Design acc_filter, sky130hd; sources not shown.
**Supply network**

The bar under the picture is 20 um long. Pins as bars on the die edge.
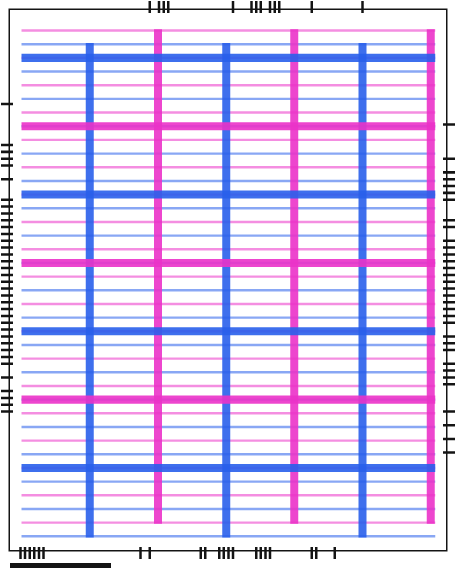
| net | color |
|---|---|
| VDD | magenta |
| VSS | blue |
signal pins: 103
rows: 37
met5 straps: 7
die width: 86.8 um
Worst VDD drop: 610 uV
Die Y: 107 um
Core Region: 8290 um^2

**Cells colored by class**

The bar under the picture is 20 um long.
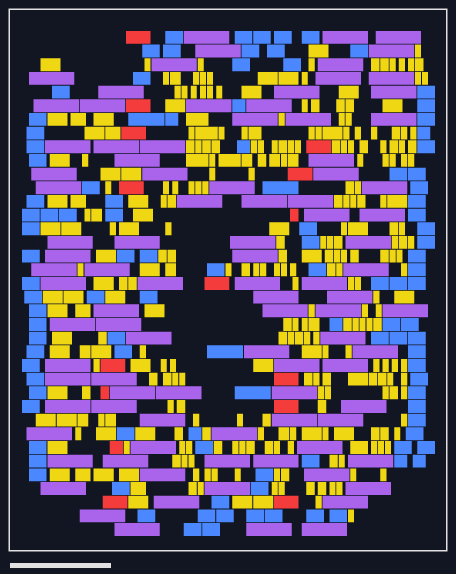
| class | color | cells | share of their area |
|---|---|---|---|
| all other logic | yellow | 300 | 32% |
| clock drivers and dummy loads | red | 15 | 3.4% |
| flops | purple | 95 | 44% |
| other buffers and delay cells | blue | 108 | 20% |
Final Instance Area: 5500 um^2
Post-Route Utilization: 0.664
row cnt: 37
flop share of the area: 0.432

**Routed clock nets over the placement**

The bar under the picture is 20 um long.
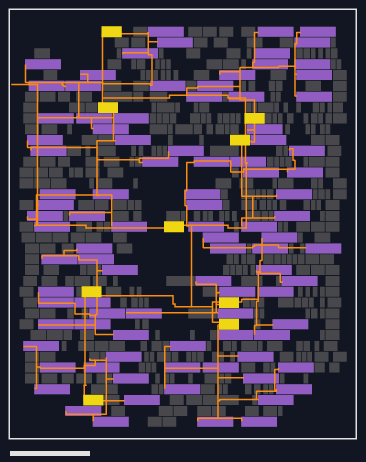
[flip-flops] purple | count: 95
[clock wires] orange | length: 1060 um
[cells driving clock nets] yellow | count: 9
routed clock nets: 10
flops lie: widely spread
Clk pwr share: 0.156
P_clk: 1.11 mW
worst-skew pair later-pin latency: 0.36 ns

**Wiring by layer**

Two of the layers only.
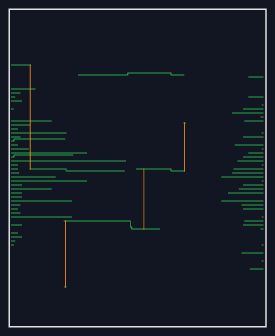
| layer | color | wire length |
|---|---|---|
| met3 | green | 617 um |
| met4 | orange | 94.5 um |
routed vias: 3047
routed wire length per instance: 13.3 um
gr usage total: 0.193

==> results.yml <==
# generated from flow reports
worst_setup_path:
  cp_data_arrival_time_ns: 1.76
  cp_data_required_time_ns: 1.89
  ff2ff_setup_slack_ns: 0.29
  worst_setup_path_start_kind: "register"
  cp_common_cell: "inv_1"
  crit_family: "buffers and inverters"
  cp-end-kind: "output port"
  crit_slowest_cell: "clkdlybuf4s50_1"
synth:
  postSynthSeqShare: 0.567
  mux_share: 0.145
  syn-num-nets: 511
  yosys.area_share.aoi: 0.0558
  synthCells: 408
  top_logic_kind: "multiplexers"
  yosys_warnings: 0
  syn_area_per_cell_um2: 10.3
  ys_cells: 408
  yosysUniqueCellTypes: 24
grt:
  use_met1: 0.224
  grt.met3_usage: 0.0667
  met2_usage: 0.330
  busiest_layer: "met2"
layout:
  drive_gt1_frac: 0.166
  buffer_area_frac: 0.200
  nNetsFinal: 617
  regArea_um2: 2380
  fin_cells: 615
  flops: 95
  final_cell_mix: "dfrtp_1 (95), clkdlybuf4s50_1 (95), nand2_1 (71), mux2_2 (49)"
  comb_cells: 255
  clockNetworkAreaShare: 0.0332
drt:
  top_layer: "met4"
  dr.pass1.iters: 4
  routed_wl_mm: 8.15
place:
  dp.cells: 597
  dpl-instance-area_um2: 5300
  post-place-ws_ns: 0.299
power_and_ir_drop:
  comb-power_mw: 2.74
  switching_share: 0.340
  power_density_nw_per_um2: 1290
  p_total_mw: 7.09
  sequentialPower_mw: 3.24
sta:
  fin_setup_tns_ns: 0
  final.period_utilization: 0.936
  hold_viol: 0
  slew_headroom: 0.602
  timing.fmax_mhz: 509
  final_max_slew_viol_count: 0
clocking:
  cts_made_buffers: 9
  ctsHtreeMaxLevel: 3
  clk_pin_slew_ns: 0.09
  clockBufferDepth: 2
run_status:
  status: "finished clean"
==> cell usage after synthesis <==
cell / instances / area [um^2]
a21oi_1: 39 / 195
and3_1: 1 / 6.26
buf_2: 6 / 30.0
buf_6: 6 / 67.6
clkbuf_1: 1 / 3.75
dfrtp_1: 95 / 2380
ha_1: 4 / 50.1
inv_1: 42 / 158
inv_2: 3 / 11.3
mux2_1: 5 / 56.3
mux2_2: 49 / 552
nand2_1: 71 / 267
nand2_2: 1 / 6.26
nand3_1: 20 / 100
nand3_2: 1 / 10.0
nand4_1: 3 / 18.8
nor2_1: 42 / 158
nor2_2: 3 / 18.8
nor4_1: 1 / 6.26
o21ai_0: 5 / 25.0
o21bai_1: 1 / 7.51
o22ai_1: 1 / 6.26
or2_2: 2 / 12.5
xor2_1: 6 / 52.6
Power and IR drop assume default switching activity.
